--- config.mk ---
export PLATFORM = sky130hd
export DESIGN_NAME = program_sequencer
export DESIGN_NICKNAME = d
export VERILOG_FILES = /design/src/rtl/cpu_pkg.sv /design/src/rtl/bp_compare.sv /design/src/rtl/program_sequencer.sv
export SDC_FILE = /design/constraint.sdc
export NUM_CORES = 1
export LEC_CHECK = 0
export ABC_AREA = 1
export CORE_UTILIZATION = 40
export CTS_BUF_LIST = sky130_fd_sc_hd__clkbuf_4
export CTS_CLUSTER_DIAMETER = 200
export DETAILED_ROUTE_END_ITERATION = 6
export MAX_ROUTING_LAYER = met4
export PLACE_DENSITY = 0.8
export SLEW_MARGIN = 20
export SYNTH_ARGS = -nofsm -noshare
export SYNTH_HDL_FRONTEND = slang
export SYNTH_SLANG_ARGS = --single-unit
--- constraint.sdc ---
create_clock -name clk -period 2.3 [get_ports clk]
set_clock_uncertainty 0.1 [all_clocks]
set_input_delay 0.23 -clock clk [delete_from_list [all_inputs] [get_ports clk]]
set_output_delay 0.23 -clock clk [all_outputs]
set_load 0.005 [all_outputs]
--- src/rtl/cpu_pkg.sv ---
// cpu_pkg -- definitions shared by the microcontroller sequencer blocks.
//   ADDR_W       : program-memory address width
//   OP_JMP/OP_JMP_NZ : opcodes of the jump instructions in the IR high nibble
//   seq_state_t  : sequencer FSM state encoding
//   jump_target  : builds a jump address from the IR nibble
package cpu_pkg;

  localparam int ADDR_W = 8;

  localparam logic [3:0] OP_JMP    = 4'b1110;
  localparam logic [3:0] OP_JMP_NZ = 4'b1111;

  typedef enum logic [1:0] {
    BOOT = 2'd0,
    RUN  = 2'd1,
    HALT = 2'd2,
    STEP = 2'd3
  } seq_state_t;

  // Jumps land on 16-instruction pages: the nibble is the high address bits.
  function automatic logic [ADDR_W-1:0] jump_target(input logic [3:0] nibble);
    return {nibble, {(ADDR_W-4){1'b0}}};
  endfunction

endpackage

--- src/rtl/bp_compare.sv ---
// bp_compare -- address breakpoint comparator for the program sequencer.
// Built only when BREAKPOINT_EN is defined.
// Ports:
//   clk, reset_n        : clock, async active-low reset
//   state               : current sequencer state
//   pm_addr             : fetch address of this cycle
//   bp_valid, bp_addr   : breakpoint arm and address
//   bp_match            : combinational match, requests HALT
//   bp_hit              : registered one-cycle pulse on breakpoint entry
module bp_compare
  import cpu_pkg::*;
#(
  parameter int ADDR_W = cpu_pkg::ADDR_W
) (
  input  logic              clk,
  input  logic              reset_n,
  input  seq_state_t        state,
  input  logic [ADDR_W-1:0] pm_addr,
  input  logic              bp_valid,
  input  logic [ADDR_W-1:0] bp_addr,
  output logic              bp_match,
  output logic              bp_hit
);

  // Set during the first RUN cycle after HALT so resuming never re-triggers.
  // STEP is excluded simply by matching only in RUN.
  logic mask_q;

  assign bp_match = bp_valid & (state == RUN) & ~mask_q & (pm_addr == bp_addr);

  always_ff @(posedge clk or negedge reset_n) begin
    if (!reset_n) begin
      mask_q <= 1'b0;
      bp_hit <= 1'b0;
    end else begin
      mask_q <= (state == HALT);
      bp_hit <= bp_match;
    end
  end

endmodule

--- src/rtl/program_sequencer.sv ---
// program_sequencer -- program counter / fetch-address generator with
// debug halt, single-step and optional address breakpoint.
// Optional feature macro: BREAKPOINT_EN (adds bp_valid, bp_addr, bp_hit).
// Ports:
//   clk, reset_n           : clock, async active-low reset
//   jmp, jmp_nz, dont_jmp  : jump controls from decoder / zero-flag qualifier
//   ir_nibble              : jump-target high nibble
//   halt_req, step         : debugger halt level and single-step pulse
//   bp_valid, bp_addr      : breakpoint arm and address (BREAKPOINT_EN)
//   pm_addr                : combinational fetch address
//   pc                     : address of the most recent fetch
//   ir_hold, halted        : IR load inhibit, sequencer halted
//   bp_hit                 : pulse on breakpoint entry (BREAKPOINT_EN)
//
// state | meaning
// BOOT  | first cycle after reset, fetches RESET_ADDR
// RUN   | free-running fetch, jumps honoured
// HALT  | frozen, pm_addr repeats pc, IR held
// STEP  | one fetch while halted, then back to HALT
module program_sequencer
  import cpu_pkg::*;
#(
  parameter int                ADDR_W     = cpu_pkg::ADDR_W,
  parameter logic [ADDR_W-1:0] RESET_ADDR = '0
) (
  input  logic              clk,
  input  logic              reset_n,
  input  logic              jmp,
  input  logic              jmp_nz,
  input  logic              dont_jmp,
  input  logic [3:0]        ir_nibble,
  input  logic              halt_req,
  input  logic              step,
`ifdef BREAKPOINT_EN
  input  logic              bp_valid,
  input  logic [ADDR_W-1:0] bp_addr,
  output logic              bp_hit,
`endif
  output logic [ADDR_W-1:0] pm_addr,
  output logic [ADDR_W-1:0] pc,
  output logic              ir_hold,
  output logic              halted
);

  seq_state_t        state, state_nxt;
  logic [ADDR_W-1:0] target;
  logic [ADDR_W-1:0] next_addr;
  logic              bp_match;

  assign target = {ir_nibble, {(ADDR_W-4){1'b0}}};

`ifdef BREAKPOINT_EN
  bp_compare #(.ADDR_W(ADDR_W)) u_bp_compare (
    .clk      (clk),
    .reset_n  (reset_n),
    .state    (state),
    .pm_addr  (pm_addr),
    .bp_valid (bp_valid),
    .bp_addr  (bp_addr),
    .bp_match (bp_match),
    .bp_hit   (bp_hit)
  );
`else
  assign bp_match = 1'b0;
`endif

  always_ff @(posedge clk or negedge reset_n) begin
    if (!reset_n) begin
      state <= BOOT;
      pc    <= RESET_ADDR;
    end else begin
      state <= state_nxt;
      pc    <= pm_addr;
    end
  end

  // Fetch address kept in its own process: bp_match depends on pm_addr and
  // feeds the next-state logic, so merging them would form a false loop.
  always_comb begin
    next_addr = pc + ADDR_W'(1);
    if (jmp) begin
      next_addr = target;
    end else if (jmp_nz && !dont_jmp) begin
      next_addr = target;
    end

    pm_addr = next_addr;
    case (state)
      BOOT:    pm_addr = RESET_ADDR;
      HALT:    pm_addr = pc;
      default: pm_addr = next_addr;
    endcase
  end

  always_comb begin
    state_nxt = state;
    case (state)
      BOOT: state_nxt = halt_req ? HALT : RUN;
      RUN: begin
        if (halt_req || bp_match) state_nxt = HALT;
      end
      HALT: begin
        if (!halt_req)  state_nxt = RUN;
        else if (step)  state_nxt = STEP;
      end
      STEP:    state_nxt = HALT;
      default: state_nxt = BOOT;
    endcase
  end

  assign halted  = (state == HALT);
  assign ir_hold = (state == HALT);

endmodule

==> results.tsv <==
stage	metric	value	unit
floorplan	well_tap_count	15	
final_layout	comb-cell-share	33.1	%
setup_path	worstRegToRegCells	6	
synth	post-synth-top-count-cell	nand2_1	
final_layout	register_area	250	µm²
place	place_worst_setup_slack	0.184	ns
status	result_of_the_run	complete, no violations	
synth	ys_warnings	0	
pwr	power.combinational.total	318	µW
synth	netlist.top_cell.by_area	dfrtp_1	
synth	yosys-stat-cells	83	
synth	avgSynthCellArea	7.07	µm²
setup_path	crit_path_start	pc[0]	
pwr	power_density	729	nW/µm²
clocking	tritoncts_clock_tree	done	
floorplan	fp.dieH	40.3	µm
final_layout	logic_gate_count	63	
place	dp_hpwl	1.14	mm
pwr	post-layout-total-power	691	µW
pwr	leakagePower	0.000448	µW
grt	grt_remaining_overflow	0	
final_layout	largestClassByArea	combinational gates	
pwr	power_switching	228	µW
route	drt_first_pass_iters	4	
timing	setup_violations	0	
synth	number_of_instances_in_the_synthesized_netlist	83	
synth	netlist-cell-type-count	16	
final_layout	layout_fillers	114	
setup_path	type_of_element_launching_the_critical_path	register	
grt	grt_pass1_wl	2.32	mm
timing	number_of_endpoints_with_negative_hold_slack_in_the_final_report	0	
synth	postSynthNetCount	95	
route	route.detailed.drc	0	
final_layout	layout-drive-gt1-share	11.2	%
final_layout	instances_no_fill	131	
synth	synthArstFlopShare	100	%
synth	synth.cells.most_frequent	nand2_1, dfrtp_1, inv_1, nand3_1, nor2_1	
pwr	comb_power_share	46.0	%
clocking	clock_sinks	10	
clocking	clkTransAtPathRegs	0.06	ns
place	routabilityCongestion	0.842	
setup_path	worstPathCellList	buf_4, inv_1, nor2_2, nand3_1, nand3_1, nand2_1, nand2_1, clkdlybuf4s50_1	
synth	edf_count	0	
sequential cells by signal (all words and copies together) (netlist names):
name / flops
pc: 8
state: 2
through the flow:
| stage | hold slack (ns) | cell area (µm²) |
|---|---|---|
| after global routing | 0.227 | 948 |
| after CTS | 0.198 | 903 |
| after global placement | 0.461 | 881 |
| after detailed placement | 0.474 | 881 |
| final | 0.185 | 948 |
| after floorplan | -0.166 | 587 |
layer usage:
layer / vias up / track usage, % / routed length, µm
met1: 304 / 28.3 / 642
met2: 35 / 35.1 / 746
met5: - / - / 0
li1: 324 / - / -
met3: 5 / 5.00 / 130
met4: 0 / 10.0 / 23
repair_timing:
action	in CTS	in global routing
gates resized	0	5
setup endpoints to repair	0	2
setup buffers	0	3
Fig. 1: where the registers sit
Bar = 10 µm.
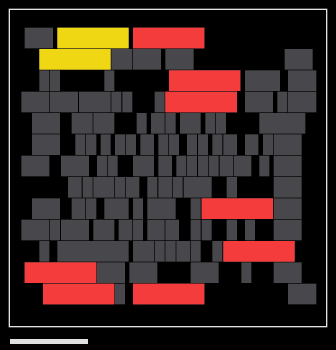
`state`: shown in yellow, placed flops 2. `pc`: shown in red, placed flops 8.

Fig. 2: routing congestion
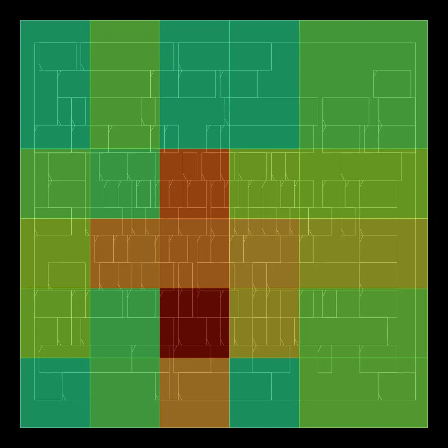
GR met2 Demand/Resource: 35.1%
GRT Total Usage: 22.7%
core utilization of the finished layout: 71.1%

Fig. 3: gate families picked out
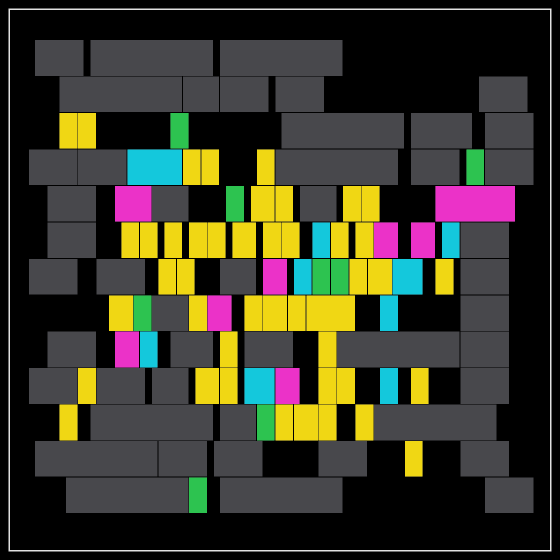
aoi and oai cells: shown in magenta, cells 8, most used o21ai_1. nor cells: shown in cyan, cells 9, most used nor2_1. nand cells: shown in yellow, cells 44, most used nand2_1. inv cells: shown in green, cells 8, most used inv_1.

Fig. 4: met3 routing
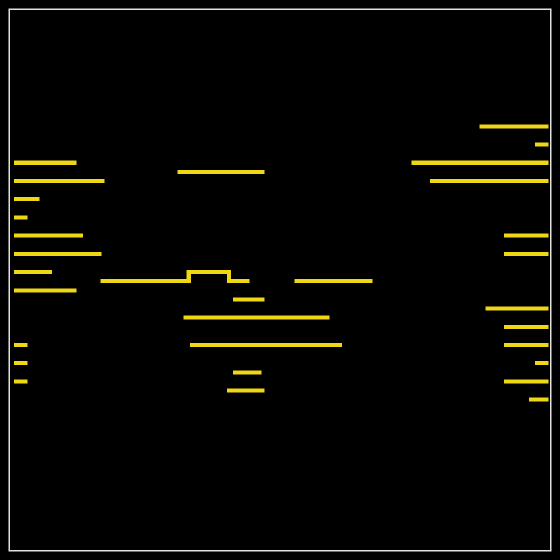
The longest straight run is 11.0 µm. 28 nets have wire on it. The layer carries 130 µm of wire. The layer holds 8.4% of the routed length. The wires run mostly horizontal.

Power figures rest on the tool's default switching activity, not on a simulated workload.
